## src/rtl/pulse_sched_ctrl.sv

```systemverilog
// Spin-echo frame scheduler: staged timing registers, per-frame commit, Sync/Pulse/P2 sequencing.
// Optional CPMG echo train (multiple P2 pulses) enabled by defining PULSE_SCHED_CPMG_EN.
`timescale 1ns/1ps
module pulse_sched_ctrl #(
  parameter int CW       = 32,
  parameter int SYNC_LEN = 4
) (
  input  logic          clk,
  input  logic          reset,
  input  logic          wr_en,
  input  logic [2:0]    wr_addr,
  input  logic [CW-1:0] wr_data,
  output logic          Sync,
  output logic          Pulse,
  output logic          P2,
  output logic          busy,
  output logic          done,
  output logic          cfg_err
);

  // state  | meaning
  // S_IDLE | no frame; waiting for run with a valid config
  // S_P1   | first (pi/2) pulse
  // S_DLY  | low gap before a P2 pulse
  // S_P2   | second (pi) pulse
  // S_WAIT | low until the last frame cycle
  typedef enum logic [2:0] {S_IDLE, S_P1, S_DLY, S_P2, S_WAIT} state_t;

`ifdef PULSE_SCHED_CPMG_EN
  localparam int SW = 2*CW + 4;
`else
  localparam int SW = CW + 2;
`endif
  localparam int SG = CW + 1;

  state_t state_q, state_d;
  logic [CW-1:0] fc_q, fc_d;
  logic [SG-1:0] seg_q, seg_d;
  logic [CW-1:0] cnt_q, cnt_d;

  logic [CW-1:0] stg_per_q, stg_per_d, stg_p1_q, stg_p1_d;
  logic [CW-1:0] stg_dly_q, stg_dly_d, stg_p2_q, stg_p2_d;
`ifdef PULSE_SCHED_CPMG_EN
  logic [CW-1:0] stg_n_q, stg_n_d, n_nxt;
`endif
  logic [CW-1:0] act_per_q, act_dly_q, act_p2_q;
  logic          run_q, run_pre, run_d, single_q, single_d;
  logic          cfg_err_q, cfg_err_d;
  logic          sync_q, pulse_q, p2_q, busy_q, done_q;
  logic [SW-1:0] tot;
  logic          valid, last, decide, start;

  // Staged values including this cycle's write, so a write on a start cycle takes effect.
  always_comb begin
    stg_per_d = stg_per_q;
    stg_p1_d  = stg_p1_q;
    stg_dly_d = stg_dly_q;
    stg_p2_d  = stg_p2_q;
`ifdef PULSE_SCHED_CPMG_EN
    stg_n_d   = stg_n_q;
`endif
    run_pre   = run_q;
    single_d  = single_q;
    if (wr_en) begin
      case (wr_addr)
        3'd0: stg_per_d = wr_data;
        3'd1: stg_p1_d  = wr_data;
        3'd2: stg_dly_d = wr_data;
        3'd3: stg_p2_d  = wr_data;
        3'd4: begin
          run_pre  = wr_data[0];
          single_d = wr_data[1];
        end
`ifdef PULSE_SCHED_CPMG_EN
        3'd5: stg_n_d = wr_data;
`endif
        default: ;
      endcase
    end
  end

`ifdef PULSE_SCHED_CPMG_EN
  assign n_nxt = (stg_n_d == '0) ? CW'(1) : stg_n_d;
  assign tot = SW'(stg_p1_d) + SW'(stg_dly_d) + SW'(n_nxt) * SW'(stg_p2_d)
             + (SW'(n_nxt) - SW'(1)) * SW'(stg_dly_d) * SW'(2);
`else
  assign tot = SW'(stg_p1_d) + SW'(stg_dly_d) + SW'(stg_p2_d);
`endif
  assign valid = (stg_per_d >= CW'(2)) && (stg_p1_d != '0) && (tot < SW'(stg_per_d));

  always_comb begin
    state_d   = state_q;
    fc_d      = fc_q;
    seg_d     = seg_q;
    cnt_d     = cnt_q;
    last      = (state_q != S_IDLE) && (fc_q == act_per_q - CW'(1));
    decide    = (state_q == S_IDLE) || last;
    start     = decide && run_pre && valid;
    run_d     = (start && single_d) ? 1'b0 : run_pre;
    cfg_err_d = (decide && run_pre) ? !valid : cfg_err_q;
    if (start) begin
      state_d = S_P1;
      fc_d    = '0;
      seg_d   = {1'b0, stg_p1_d - CW'(1)};
`ifdef PULSE_SCHED_CPMG_EN
      cnt_d   = n_nxt - CW'(1);
`else
      cnt_d   = '0;
`endif
    end else if (last) begin
      state_d = S_IDLE;
      fc_d    = '0;
    end else if (state_q != S_IDLE) begin
      fc_d = fc_q + CW'(1);
      if (seg_q != '0) seg_d = seg_q - SG'(1);
      // seg_q is the down-counted remainder of the current segment; zero means its last cycle.
      case (state_q)
        S_P1, S_DLY: begin
          if (seg_q == '0) begin
            if (state_q == S_P1 && act_dly_q != '0) begin
              state_d = S_DLY;
              seg_d   = {1'b0, act_dly_q - CW'(1)};
            end else if (act_p2_q != '0) begin
              state_d = S_P2;
              seg_d   = {1'b0, act_p2_q - CW'(1)};
            end else begin
              state_d = S_WAIT;
            end
          end
        end
        S_P2: begin
          if (seg_q == '0) begin
            if (cnt_q != '0) begin
              cnt_d = cnt_q - CW'(1);
              if (act_dly_q != '0) begin
                state_d = S_DLY;
                seg_d   = {act_dly_q, 1'b0} - SG'(1);
              end else begin
                seg_d   = {1'b0, act_p2_q - CW'(1)};
              end
            end else begin
              state_d = S_WAIT;
            end
          end
        end
        default: ;
      endcase
    end
  end

  always_ff @(posedge clk) begin
    if (reset) begin
      state_q   <= S_IDLE;
      fc_q      <= '0;
      seg_q     <= '0;
      cnt_q     <= '0;
      stg_per_q <= '0;
      stg_p1_q  <= '0;
      stg_dly_q <= '0;
      stg_p2_q  <= '0;
`ifdef PULSE_SCHED_CPMG_EN
      stg_n_q   <= '0;
`endif
      act_per_q <= '0;
      act_dly_q <= '0;
      act_p2_q  <= '0;
      run_q     <= 1'b0;
      single_q  <= 1'b0;
      cfg_err_q <= 1'b0;
      sync_q    <= 1'b0;
      pulse_q   <= 1'b0;
      p2_q      <= 1'b0;
      busy_q    <= 1'b0;
      done_q    <= 1'b0;
    end else begin
      state_q   <= state_d;
      fc_q      <= fc_d;
      seg_q     <= seg_d;
      cnt_q     <= cnt_d;
      stg_per_q <= stg_per_d;
      stg_p1_q  <= stg_p1_d;
      stg_dly_q <= stg_dly_d;
      stg_p2_q  <= stg_p2_d;
`ifdef PULSE_SCHED_CPMG_EN
      stg_n_q   <= stg_n_d;
`endif
      if (start) begin
        act_per_q <= stg_per_d;
        act_dly_q <= stg_dly_d;
        act_p2_q  <= stg_p2_d;
      end
      run_q     <= run_d;
      single_q  <= single_d;
      cfg_err_q <= cfg_err_d;
      sync_q    <= (state_q != S_IDLE) && (fc_q < CW'(SYNC_LEN));
      pulse_q   <= (state_q == S_P1);
      p2_q      <= (state_q == S_P2);
      busy_q    <= (state_q != S_IDLE);
      done_q    <= last;
    end
  end

  assign Sync    = sync_q;
  assign Pulse   = pulse_q;
  assign P2      = p2_q;
  assign busy    = busy_q;
  assign done    = done_q;
  assign cfg_err = cfg_err_q;

endmodule

```

## config.mk

```make
export PLATFORM = sky130hd
export DESIGN_NAME = pulse_sched_ctrl
export DESIGN_NICKNAME = d
export VERILOG_FILES = /design/src/rtl/pulse_sched_ctrl.sv
export SDC_FILE = /design/constraint.sdc
export NUM_CORES = 1
export LEC_CHECK = 0
export ABC_AREA = 1
export CELL_PAD_IN_SITES_DETAIL_PLACEMENT = 1
export CELL_PAD_IN_SITES_GLOBAL_PLACEMENT = 2
export CORE_ASPECT_RATIO = 0.9
export CORE_MARGIN = 2
export CORE_UTILIZATION = 32
export CTS_BUF_LIST = sky130_fd_sc_hd__clkbuf_4
export CTS_CLUSTER_DIAMETER = 30
export CTS_CLUSTER_SIZE = 8
export DETAILED_ROUTE_END_ITERATION = 8
export PLACE_DENSITY = 0.88
export SLEW_MARGIN = 20
export SYNTH_ARGS = -nofsm -noshare
export SYNTH_HDL_FRONTEND = slang
export SYNTH_SLANG_ARGS = --single-unit
```

## constraint.sdc

```tcl
create_clock -name clk -period 6.3 [get_ports clk]
set_input_delay 1.26 -clock clk [delete_from_list [all_inputs] [get_ports clk]]
set_output_delay 1.26 -clock clk [all_outputs]
set_load 0.005 [all_outputs]
```

==> run_1/clock_wires.png <==
Bar = 100 microns.
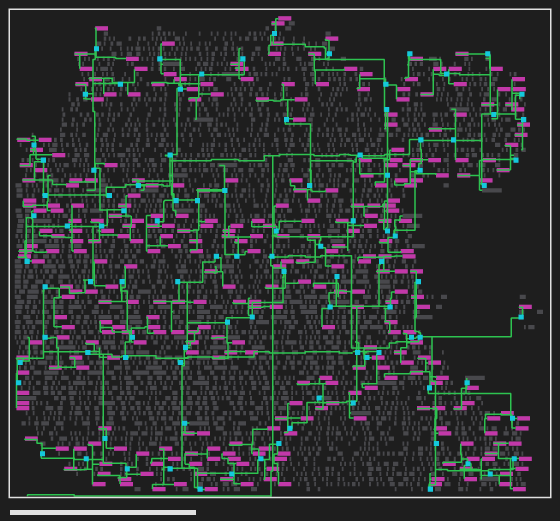
Key: magenta = flip-flops [count 332]; green = clock wires [length 6300 microns]; cyan = clock-net drivers [count 97]
Position of the flops: widely spread.

==> run_1/m2.png <==
Cells faint in the background.
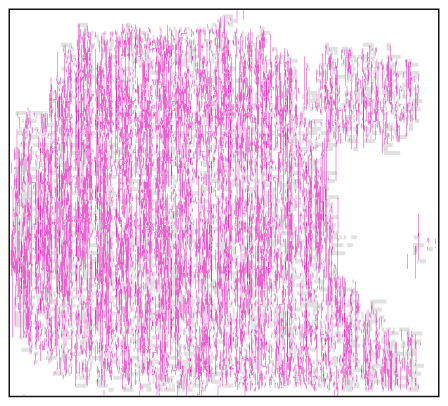
The layer carries 44.9 mm of wire. 3719 nets have wire on it.

==> impl_metrics.py, run 1 <==
# Generated from Yosys and OpenROAD reports
metrics = {
    "run_status": {
        "status": "completed",
    },
    "final_layout": {
        "nClkBuffers": 106,
        "seq_share": 0.225,
        "regArea_sq_mm": 0.00665,
        "drive_gt1_frac": 0.141,
        "logic_gate_count": 2831,
        "n_fill_cell": 9611,
        "mi_logic_area_sq_mm": 0.0147,
        "signal_buffers": 369,
        "buffer_area_frac": 0.105,
        "clock_area_frac": 0.0603,
        "final_layout_top_logic_cells": "949 x nand2_1, 667 x nor2_1, 545 x inv_1",
    },
    "drt": {
        "met3_length_mm": 6.00,
        "drc": 0,
        "ant_nets": 0,
        "highest_layer": "met4",
        "vias": 26400,
        "first_iter_violations": 1911,
        "dr.pass1.iters": 5,
        "met1Wirelength_mm": 47.2,
        "wirelength_mm": 101,
    },
    "timing": {
        "skew_ns": 0.0970,
        "worst_pin_slew_ns": 1.02,
        "slew_viol_final": 0,
        "holdWs_ns": 0.497,
        "hold_viol_final": 0,
        "setup_tns_ns": 0,
        "setup_viol": 0,
        "slew_headroom": 0.319,
    },
    "cts": {
        "post_cts_buffers": 0,
        "hold_buffers": 0,
        "cts_tree": "yes",
        "htree_levels": 3,
        "clk_latency_ns": 0.94,
        "clockRootBuffer": "clkbuf_4",
    },
    "synthesis": {
        "synth-edff-count": 0,
        "synth.distinct_cells": 56,
        "yosysTopAreaCell": "dfxtp_1",
        "ys_chip_area_sq_mm": 0.0236,
        "yosysWarnings": 0,
        "synthTopLogicFamily": "simple AND/OR/NAND/NOR gates",
        "ff_type": "dfxtp_1",
        "synth_stat.cells": 3831,
        "synth_seq_share": 0.282,
        "fp_nets": 3972,
        "ys_sh_simple": 0.352,
    },
    "floorplanning": {
        "nWellTaps": 960,
        "core.rowCount": 94,
    },
    "power_and_ir_drop": {
        "p_switching_mw": 5.48,
        "seqPwrFrac": 0.212,
        "p_int_mw": 5.94,
        "power_mw": 11.4,
    },
    "min_path": {
        "hold_end": "cfg_err$_SDFFE_PP0P_",
        "hold_path_depth": 2,
    },
    "job": {
        "drv_cap": 0,
        "warning_count": 27,
    },
    "setup_path": {
        "endpoint_kind": "register",
        "timing.reg2reg.setup_slack_ns": 1.00,
        "crit_type": "in2reg",
        "rr_startpoint": "stg_p1_q[1]$_SDFF_PP0_",
        "cp_common_cell": "nand2_1",
        "cp.required_ns": 7.04,
        "critPathMaxStageDelay_ns": 0.50,
    },
    "placement": {
        "dpl-instance-area_sq_mm": 0.0272,
        "dp_hpwl_mm": 79.9,
        "dp.cells": 5029,
    },
    "grt": {
        "antenna_found_initial": 3,
        "grt_use_met2": 0.419,
        "track_usage": 0.261,
    },
}
==> run_1/m3.png <==
Bar = 100 microns. Cells faint in the background.
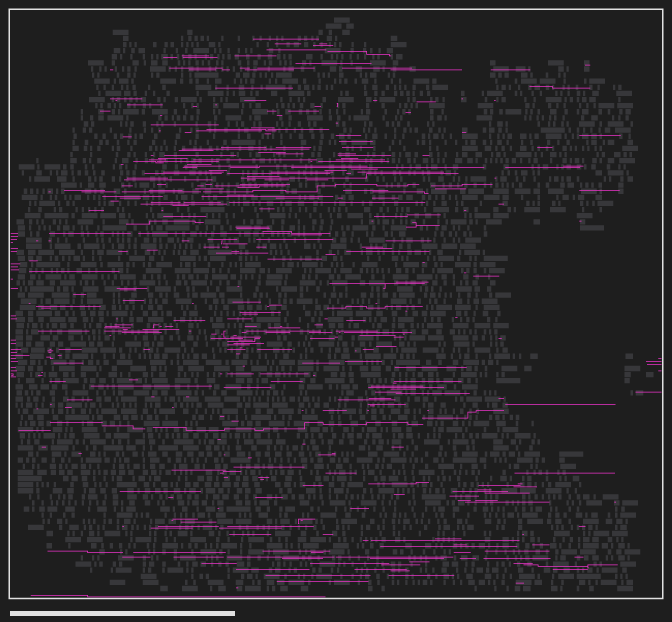
279 nets have wire on it. The layer carries 6000 microns of wire. The layer holds 5.9% of the routed length.

[run 1: flip-flops by register name, indices dropped and copies added (netlist names), 3 cells and up]
register   count
state_q        3
act_dly_q     32
act_p2_q      32
stg_per_q     32
act_per_q     32
cnt_q         32
stg_p1_q      32
stg_p2_q      32
stg_dly_q     32
seg_q         33
fc_q          32
[run 1: worst max-delay path by stage]
stage               startpoint                         end  slack [ns]  cells past startpoint
floorplan                wr_en  act_dly_q[10]$_SDFFE_PP0N_       0.004                     39
global placement         wr_en            run_q$_SDFF_PP0_       -1.01                     35
detailed placement       wr_en            run_q$_SDFF_PP0_       -1.19                     33
CTS                      wr_en      seg_q[18]$_SDFFE_PP0P_        0.02                     35
global route             wr_en      seg_q[12]$_SDFFE_PP0P_       -0.13                     38
finish                   wr_en      seg_q[12]$_SDFFE_PP0P_        0.08                     40
==> run_1/layers.png <==
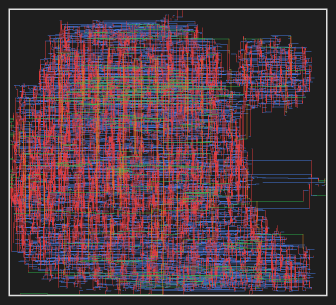

## Run 2: what changed since run 1
- CORE_MARGIN: 2 -> unset
- GPL_TIMING_DRIVEN: unset -> 0
==> run_2/layers.png <==
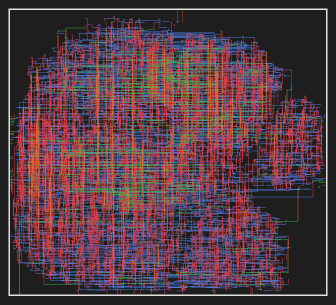
Key: red = M2 [wire length 47.1 mm]; orange = M4 [wire length 4130 microns]; blue = M1 [wire length 50.1 mm]; green = M3 [wire length 7300 microns]

==> impl_metrics.py, run 2 <==
# Generated from Yosys and OpenROAD reports
metrics = {
    "run_status": {
        "status": "completed",
    },
    "synthesis": {
        "ff_type": "dfxtp_1",
        "synth-edff-count": 0,
        "synthTopLogicFamily": "simple AND/OR/NAND/NOR gates",
        "yosysWarnings": 0,
        "ys_top_cells_by_area": "dfxtp_1 28%, nand2_1 15%, nor2_1 11%",
        "synth_stat.cells": 3831,
        "synth.distinct_cells": 56,
        "yosysTopAreaCell": "dfxtp_1",
        "xor_share": 0.0728,
        "fp_nets": 3972,
        "synth_seq_share": 0.282,
        "ys_chip_area_sq_mm": 0.0236,
        "ys_sh_simple": 0.352,
    },
    "drt": {
        "wirelength_mm": 109,
        "dr.pass1.iters": 8,
        "vias": 26100,
        "highest_layer": "met4",
        "first_iter_violations": 2070,
        "drc": 0,
        "met1Wirelength_mm": 50.1,
        "met3_length_mm": 7.30,
        "dr_wl_met2_mm": 47.1,
        "ant_nets": 0,
    },
    "timing": {
        "skew_ns": 0.116,
        "worst_pin_slew_ns": 1.08,
        "slew_viol_final": 0,
        "hold_viol_final": 0,
        "period_used_share": 0.985,
        "slew_headroom": 0.274,
        "holdWs_ns": 0.495,
        "setup_viol": 0,
    },
    "final_layout": {
        "n_fill_cell": 9618,
        "drive_gt1_frac": 0.0926,
        "largest_register_ffs": 33,
        "top_register": "seg_q",
        "final_layout_top_logic_cells": "949 x nand2_1, 672 x nor2_1, 542 x inv_1",
        "utilization": 0.382,
    },
    "cts": {
        "hold_buffers": 0,
        "cts.sinks": 332,
        "clockRootBuffer": "clkbuf_4",
        "clk_latency_ns": 0.97,
        "cts_tree": "yes",
        "htree_levels": 3,
    },
    "power_and_ir_drop": {
        "power_mw": 11.8,
        "seqPwrFrac": 0.207,
        "p_int_mw": 5.92,
        "p_switching_mw": 5.85,
    },
    "job": {
        "warning_count": 27,
        "drv_cap": 0,
    },
    "placement": {
        "dp.cells": 4833,
        "dp_hpwl_mm": 88.3,
        "dpl-instance-area_sq_mm": 0.0252,
    },
    "min_path": {
        "hold_path_depth": 2,
        "hold_end": "cnt_q[1]$_SDFFE_PP0P_",
    },
    "floorplanning": {
        "core.rowCount": 94,
        "coreArea_sq_mm": 0.0730,
    },
    "setup_path": {
        "cp_common_cell": "nand2_1",
        "cp.required_ns": 7.10,
        "endpoint_kind": "register",
        "critPathMaxStageDelay_ns": 0.68,
        "cp-startpoint": "wr_en",
        "crit_type": "in2reg",
    },
    "grt": {
        "track_usage": 0.287,
        "antenna_found_initial": 5,
    },
}
==> run_2/congestion_map.png <==
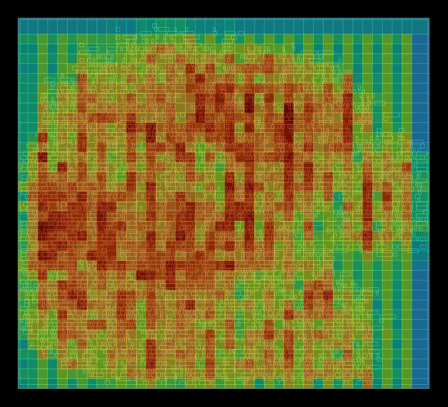
met1 usage: 0.398
met2 usage: 0.442
met3 Use GR: 0.0459
grt peak-use layer: met2

## run 2: final cells by class
cell class / instances / area (sq um) / area share
inverter: 552 / 2080 / 0.0746
timing repair buffer: 85 / 783 / 0.0280
antenna: 7 / 17.5 / 0.000627
sequential: 332 / 6650 / 0.238
clock buffer: 105 / 788 / 0.0282
clock inverter: 71 / 1030 / 0.0370
buffer: 116 / 749 / 0.0268
multi-input combinational: 2830 / 14600 / 0.524
tap: 960 / 1200 / 0.0430
## run 2: repair_timing
item / CTS / global route
buffers inserted: 20 / 22
setup endpoints to repair: 198 / 198
cloned: 0 / 1
pin swaps: 13 / 21
gates resized: 101 / 51
## run 2: worst max-delay path: cells and delay by family
family          cells  cell delay, ns
compound gates     11            1.50
xor+xnor            1            0.16
fa+ha+maj           3            1.28
buf+inv            10            1.44
simple gates       13            1.33
